==> src/rtl/hazard_pkg.sv <==
// Shared types and constants for the ARM/RISC-V pipeline hazard controller.
// Holds the FSM state encoding, forward-select codes and reserved-register addresses.
package hazard_pkg;

  typedef enum logic [1:0] {
    RUN,
    DRAIN,
    SWITCH
  } hz_state_t;

  localparam logic [1:0] FWD_RF = 2'b00;
  localparam logic [1:0] FWD_W  = 2'b01;
  localparam logic [1:0] FWD_M  = 2'b10;

  localparam logic [4:0] RZ_RISCV = 5'd0;
  localparam logic [4:0] RZ_ARM   = 5'd15;

  // Under ARM r15 reads as PC+8 from the register file, so it behaves like x0 for hazards.
  function automatic logic [4:0] rzAddr(input logic arm);
    return arm ? RZ_ARM : RZ_RISCV;
  endfunction

endpackage

==> src/rtl/hazard_ctrl_fwd_sel.sv <==
// Forward-source selection for a single execute-stage operand.
// Memory stage wins over writeback; the reserved register is never forwarded.
module fwd_sel
  import hazard_pkg::*;
(
  input  logic [4:0] i_rsE,
  input  logic [4:0] i_rdM,
  input  logic [4:0] i_rdW,
  input  logic       i_regWriteM,
  input  logic       i_regWriteW,
  input  logic [4:0] i_rz,
  output logic [1:0] o_fwd
);

  always_comb begin
    o_fwd = FWD_RF;
    if (i_rsE != i_rz) begin
      if (i_regWriteM && (i_rdM == i_rsE)) begin
        o_fwd = FWD_M;
      end else if (i_regWriteW && (i_rdW == i_rsE)) begin
        o_fwd = FWD_W;
      end
    end
  end

endmodule

==> src/rtl/hazard_ctrl.sv <==
// Stall/flush/forward control for the five-stage core, plus the ISA-mode
// register and the drain-then-toggle sequence for ISA-switch markers.
module hazard_ctrl
  import hazard_pkg::*;
#(
  parameter int unsigned DRAIN_CYCLES = 3,
  parameter logic        RESET_ARM    = 1'b0
) (
  input  logic       clk,
  input  logic       rst,
  input  logic [4:0] Rs1D,
  input  logic [4:0] Rs2D,
  input  logic [4:0] Rs1E,
  input  logic [4:0] Rs2E,
  input  logic [4:0] RdE,
  input  logic [4:0] RdM,
  input  logic [4:0] RdW,
  input  logic       RegWriteM,
  input  logic       RegWriteW,
  input  logic       ResultSrcE0,
  input  logic       PCSrcE,
  input  logic       SwitchReqD,
  output logic       StallF,
  output logic       StallD,
  output logic       FlushD,
  output logic       FlushE,
  output logic [1:0] ForwardAE,
  output logic [1:0] ForwardBE,
  output logic       armD
);

  localparam logic [2:0] DRAIN_INIT = 3'(DRAIN_CYCLES - 1);

  hz_state_t  r_state;
  logic [2:0] r_cnt;
  logic       r_arm;

  logic [4:0] w_rz;
  logic       w_lwStall;

  assign w_rz      = rzAddr(r_arm);
  assign w_lwStall = ResultSrcE0 && ((Rs1D == RdE) || (Rs2D == RdE)) && (RdE != w_rz);
  assign armD      = r_arm;

  fwd_sel u_fwdA (
    .i_rsE       (Rs1E),
    .i_rdM       (RdM),
    .i_rdW       (RdW),
    .i_regWriteM (RegWriteM),
    .i_regWriteW (RegWriteW),
    .i_rz        (w_rz),
    .o_fwd       (ForwardAE)
  );

  fwd_sel u_fwdB (
    .i_rsE       (Rs2E),
    .i_rdM       (RdM),
    .i_rdW       (RdW),
    .i_regWriteM (RegWriteM),
    .i_regWriteW (RegWriteW),
    .i_rz        (w_rz),
    .o_fwd       (ForwardBE)
  );

  // A taken branch during DRAIN squashes the marker, so the switch is abandoned.
  always_ff @(posedge clk) begin
    if (rst) begin
      r_state <= RUN;
      r_cnt   <= 3'd0;
      r_arm   <= RESET_ARM;
    end else begin
      case (r_state)
        RUN: begin
          if (SwitchReqD && !w_lwStall && !PCSrcE) begin
            r_state <= DRAIN;
            r_cnt   <= DRAIN_INIT;
          end
        end
        DRAIN: begin
          if (PCSrcE) begin
            r_state <= RUN;
          end else if (r_cnt == 3'd0) begin
            r_state <= SWITCH;
          end else begin
            r_cnt <= r_cnt - 3'd1;
          end
        end
        SWITCH: begin
          r_arm   <= ~r_arm;
          r_state <= RUN;
        end
        default: begin
          r_state <= RUN;
        end
      endcase
    end
  end

  always_comb begin
    StallF = 1'b0;
    StallD = 1'b0;
    FlushD = 1'b0;
    FlushE = 1'b0;
    case (r_state)
      RUN: begin
        StallF = w_lwStall && !PCSrcE;
        StallD = w_lwStall && !PCSrcE;
        FlushE = w_lwStall || PCSrcE;
        FlushD = PCSrcE;
      end
      DRAIN: begin
        FlushE = 1'b1;
        if (PCSrcE) begin
          FlushD = 1'b1;
        end else begin
          StallF = 1'b1;
          StallD = 1'b1;
        end
      end
      SWITCH: begin
        FlushD = 1'b1;
        FlushE = 1'b1;
      end
      default: begin
        FlushE = 1'b0;
      end
    endcase
  end

endmodule
==> config.mk <==
export PLATFORM = sky130hd
export DESIGN_NAME = hazard_ctrl
export DESIGN_NICKNAME = d
export VERILOG_FILES = /design/src/rtl/hazard_pkg.sv /design/src/rtl/hazard_ctrl_fwd_sel.sv /design/src/rtl/hazard_ctrl.sv
export SDC_FILE = /design/constraint.sdc
export NUM_CORES = 1
export LEC_CHECK = 0
export CAP_MARGIN = 10
export CORE_MARGIN = 3
export CORE_UTILIZATION = 40
export DETAILED_ROUTE_END_ITERATION = 8
export PLACE_DENSITY = 0.91
export SYNTH_ARGS = -nofsm -noshare
export SYNTH_HDL_FRONTEND = slang
export SYNTH_SLANG_ARGS = --single-unit
==> constraint.sdc <==
create_clock -name clk -period 4.95 [get_ports clk]
set_input_delay 0.99 -clock clk [delete_from_list [all_inputs] [get_ports clk]]
set_output_delay 0.99 -clock clk [all_outputs]
set_load 0.005 [all_outputs]
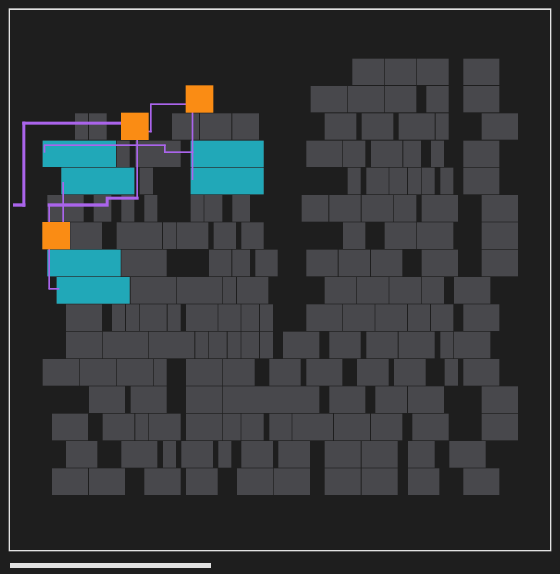
(routed clock nets over the placement)
Scale bar: 20 um.
Key: clock-net drivers = orange [count 3]; clock wires = purple [length 82.0 um]; flip-flops = cyan [count 6]
There are 4 routed clock nets.

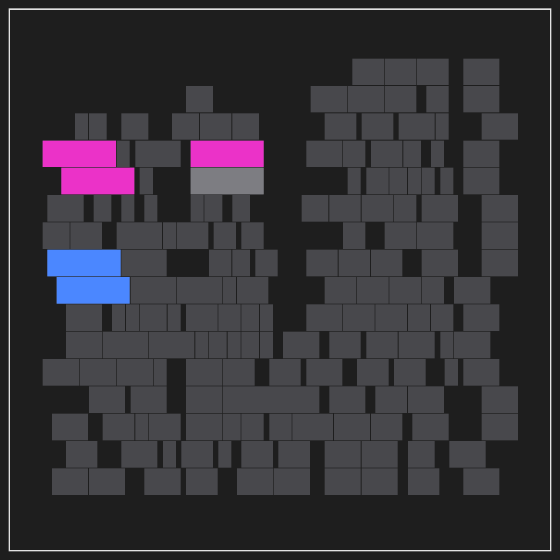
(register map, names as in the netlist)
Other sequential cells in the stronger grey, the rest of the logic in the fainter grey.
Key: r_cnt = magenta [flops 3]; r_state = blue [flops 2]
Another 1 sequential cells are not coloured.

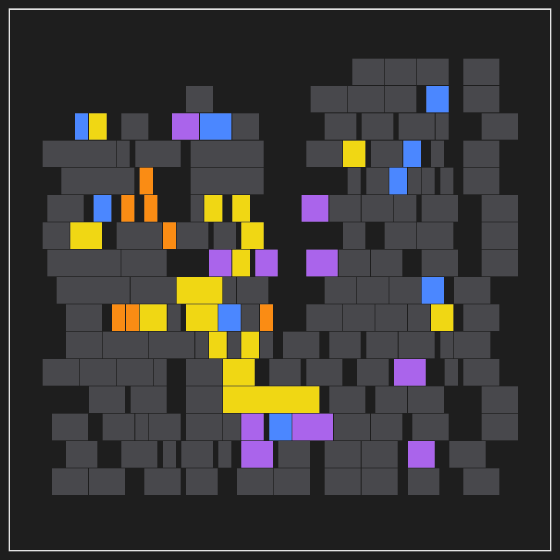
(selected gate families)
Key: and/or cells = purple [cells 10]; inv cells = orange [cells 7, most used inv_1, where middle left]; aoi and oai cells = yellow [cells 15, most used a21oi_1]; nand cells = blue [cells 9]

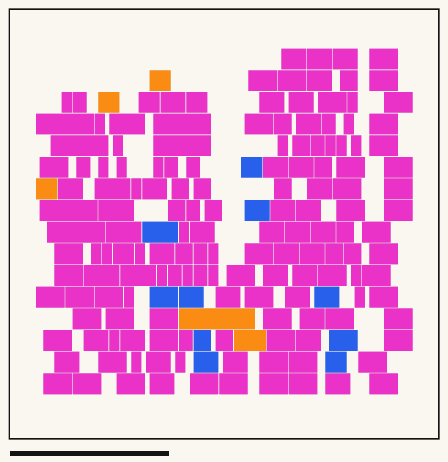
(cells by drive strength)
Scale bar: 20 um.
Key: x2 = blue [cells 10, share 6.0%]; x3 and x4 = orange [cells 5, share 3.0%, most used clkbuf_4]; x1 and smaller = magenta [cells 153, share 91%, most used clkdlybuf4s50_1]

==> Slide: Implementation Results <==
Flow Results at a Glance

Synthesis
  – Synth Instances: 116
  – Unique cell types: 38
  – Top FF cell, synth: dfxtp_1
  – Top cells, area: xor2_1 25%, dfxtp_1 13%, ha_1 8.2%, nor2_1 7.8%, xnor2_1 4.8%
  – Yosys stat cell total: 116
  – Seq share, synth: 13.2%
  – Top-count cell post-synth: xor2_1
  – Syn_area_per_cell: 7.86 sq um
  – #FFs+latches synth: 6
  – Commonest cells in the netlist: 26 x xor2_1, 19 x nor2_1, 7 x inv_1
  – Chip area in the Yosys report: 912 sq um
  – Synthesized Nets: 164
  – Post-synth ARST share: 0%
  – Flip-flops with a built-in enable: 0
  – Synth top area share: 25.0%
  – Synth area leader: xor2_1
  – Synthesized cell area: 912 sq um
  – Synth warn: 0

Floorplanning
  – Core Density at Floorplan: between 40% and 50%
  – # rows: 16
  – # IOs: 51
  – Die Area: 2890 sq um
  – Total core area: 2060 sq um
  – Die Y: ~54 um
  – Chip width: 53.8 um

Power
  – Psw: about 80 uW
  – Pleak: 0.570 nW
  – Seq pwr share: between 20% and 30%
  – Pwr/cell area: 162 nW/um^2
  – Clock Power Share: between 15 and 20%
  – Power Internal: 154 uW
  – Total power: 236 uW
  – Max IR drop VDD: 0.150 mV
  – Switching Share: 34.9%
  – Combinational share of power: a little under three fifths

Critical path
  – Peak per-stage delay on the critical path: 670 ps
  – Worst setup EP type: primary output
  – CP most frequent cell: nor2_1
  – WS Path Type: input port to primary output
  – WP data required: 3960 ps
  – Worst path slowest cell: or4_2
  – CP arrival: between 3000 and 4000 ps
  – CP max FO: 4
  – Startpoint types: input port
  – Worst path cell trace: clkdlybuf4s50_1 -> or4_2 -> nor2_1 -> a31oi_1 -> nor2_1 -> nor2_1 -> clkdlybuf4s50_1

Job
  – MaxCap Viol Count: 0
  – Count of tool warnings: 30

Drt
  – Detailed Routing Iterations Pass 1: 4
  – Vias/cell: ~5.5
  – Iter 0 DRT Violations: 21
  – Detailed Route WL: 3070 um
  – DRT antenna net count: 0
  – DR vias: roughly 1.1k
  – WL/cell: ~16 um
  – Residual DRC: 0

Clocking
  – Later-pin clock latency in the skew report: 240 ps
  – H-tree levels: 1
  – Clock sink total: 6
  – CTS clk-pin slew, worst paths: 50 ps
  – Maximum root-to-sink buffer count: 2
  – Post-cts repair resize count: 0
  – TritonCTS buffer count: 3
  – Root buf cell: clkbuf_4
  – CTS tree: built
  – Post-cts hold buffer count: 0
  – Postcts setup bufs: 0

Placed design
  – DPL Wire Length: ~2600 um
  – Post-DP Area: 1440 sq um
  – Port bufs: approximately 50
  – GPL Wtd Cong: 0.813

Global route
  – Vias in the first global route: roughly 1.1k
  – Tot GR Track Use: 23.2%
  – Antenna violations before repair: 0
  – Largest net degree at the start of global routing: 9
  – GRT overflow: 0
  – Global-route wire length before repair: approximately 5000 um

Worst hold path
  – Worst Hold Class: flip-flop to flip-flop

Timing
  – Hold Vio Cnt, Final: 0
  – Final Max Tran Viols: 0
  – Tcrit/Tclk final: approximately 80%
  – TNS Setup: 0 ps
  – Slew @ Worst Pin: 358 ps
  – F_max: 245 MHz
  – Worst slew margin: 75.9%
  – RSZ-0062 raised after global routing: no
  – Final setup viols: 0
  – Tmin final: 4070 ps
  – Worst Clk Skew: 7.26 ps

Final layout
  – Syn-to-layout area delta: 60.2%
  – Fill count: around 170
  – Nets: between 200 and 250
  – ANT cells: 0
  – Share of cells above drive strength 1: under 10%
  – Final Cell Area: 1460 sq um

Status
  – Outcome: complete, no violations
## area by class of cell
class                           count  area [sq um]  share of cell area, %
Sequential cell                     6           120                   8.22
Clock buffer                        3          22.5                   1.54
Tap cell                           27          33.8                   2.31
Timing Repair Buffer               50           500                   34.2
Multi-Input combinational cell    102           758                   51.9
Inverter                            7          26.3                   1.80
## flip-flops by register name, summed over array words and instances, names as in the netlist
register / flops
armD: 1
r_cnt: 3
r_state: 2
## worst max-delay path: cells and delay by family
family | cells | cell delay [ps]
simple gates | 4 | 1050
compound gates | 1 | 50
buf+inv | 2 | 980
## per-layer routing
| layer | part of all wire (%) | wire, um | up-vias | global-route usage (%) |
|---|---|---|---|---|
| met4 | 2.4 | 75 | 0 | 8.51 |
| met1 | 40 | 1240 | 496 | 25.2 |
| li1 | - | - | 514 | - |
| met3 | 9.6 | 296 | 10 | 4.99 |
| met5 | 0 | 0 | - | 0 |
| met2 | 48 | 1460 | 58 | 43.1 |
## stage by stage
step                      cells  utilization (%)  hold WS, ps  setup slack, ps
after global placement      192             69.8          444              986
after CTS                   195             70.9          467              908
after detailed placement    192             69.8          458              913
after floorplan             116                -          430             1900
final                       195             70.9          464              875
after global routing        195             70.9          511              811
## cell usage in the layout, fill, tap and decap left out, types with 3 or more instances in the layout
master | Yosys | final
clkdlybuf4s50_1 | 0 | 50
xor2_1 | 26 | 26
nor2_1 | 19 | 19
inv_1 | 7 | 7
ha_1 | 6 | 6
dfxtp_1 | 6 | 6
xnor2_1 | 5 | 5
nor4_1 | 4 | 4
a21oi_1 | 4 | 4
nand3_1 | 3 | 3
nand4_1 | 3 | 3
clkbuf_4 | 0 | 3
## power by group through the flow
| stage | Combinational, mW | Clock (mW) | Sequential [mW] |
|---|---|---|---|
| 2_1_floorplan | 0.0626 | 0 | 0.0588 |
| 3_3_place_gp | 0.125 | 0 | 0.0599 |
| 3_5_place_dp | 0.132 | 0 | 0.0603 |
| 4_1_cts | 0.132 | 0.0457 | 0.0594 |
| 5_1_grt | 0.144 | 0.0478 | 0.0602 |
| 6_report | 0.134 | 0.0435 | 0.0594 |
## path summary, 6_finish.rpt
kind	from	depth (start not counted)	endpoint	slack, ps
max reg2reg	armD$_SDFFE_PP0N_	5	r_state[1]$_SDFFE_PP0P_	2890
min reg2reg	r_cnt[0]$_SDFFE_PP0P_	2	r_cnt[0]$_SDFFE_PP0P_	460
max	Rs2E[0]	7	ForwardBE[1]	880
min	r_cnt[0]$_SDFFE_PP0P_	2	r_cnt[0]$_SDFFE_PP0P_	460
## logic make-up after synthesis
family / share of synthesized area (%)
AND-OR/OR-AND: 15.1
XOR/XNOR: 29.8
adder cells (fa/ha/maj): 8.23
buffers and inverters: 3.70
flip-flops: 13.2
multiplexers: 1.10
AND/OR/NAND/NOR: 28.9
Power is estimated from default activity; no workload was simulated.
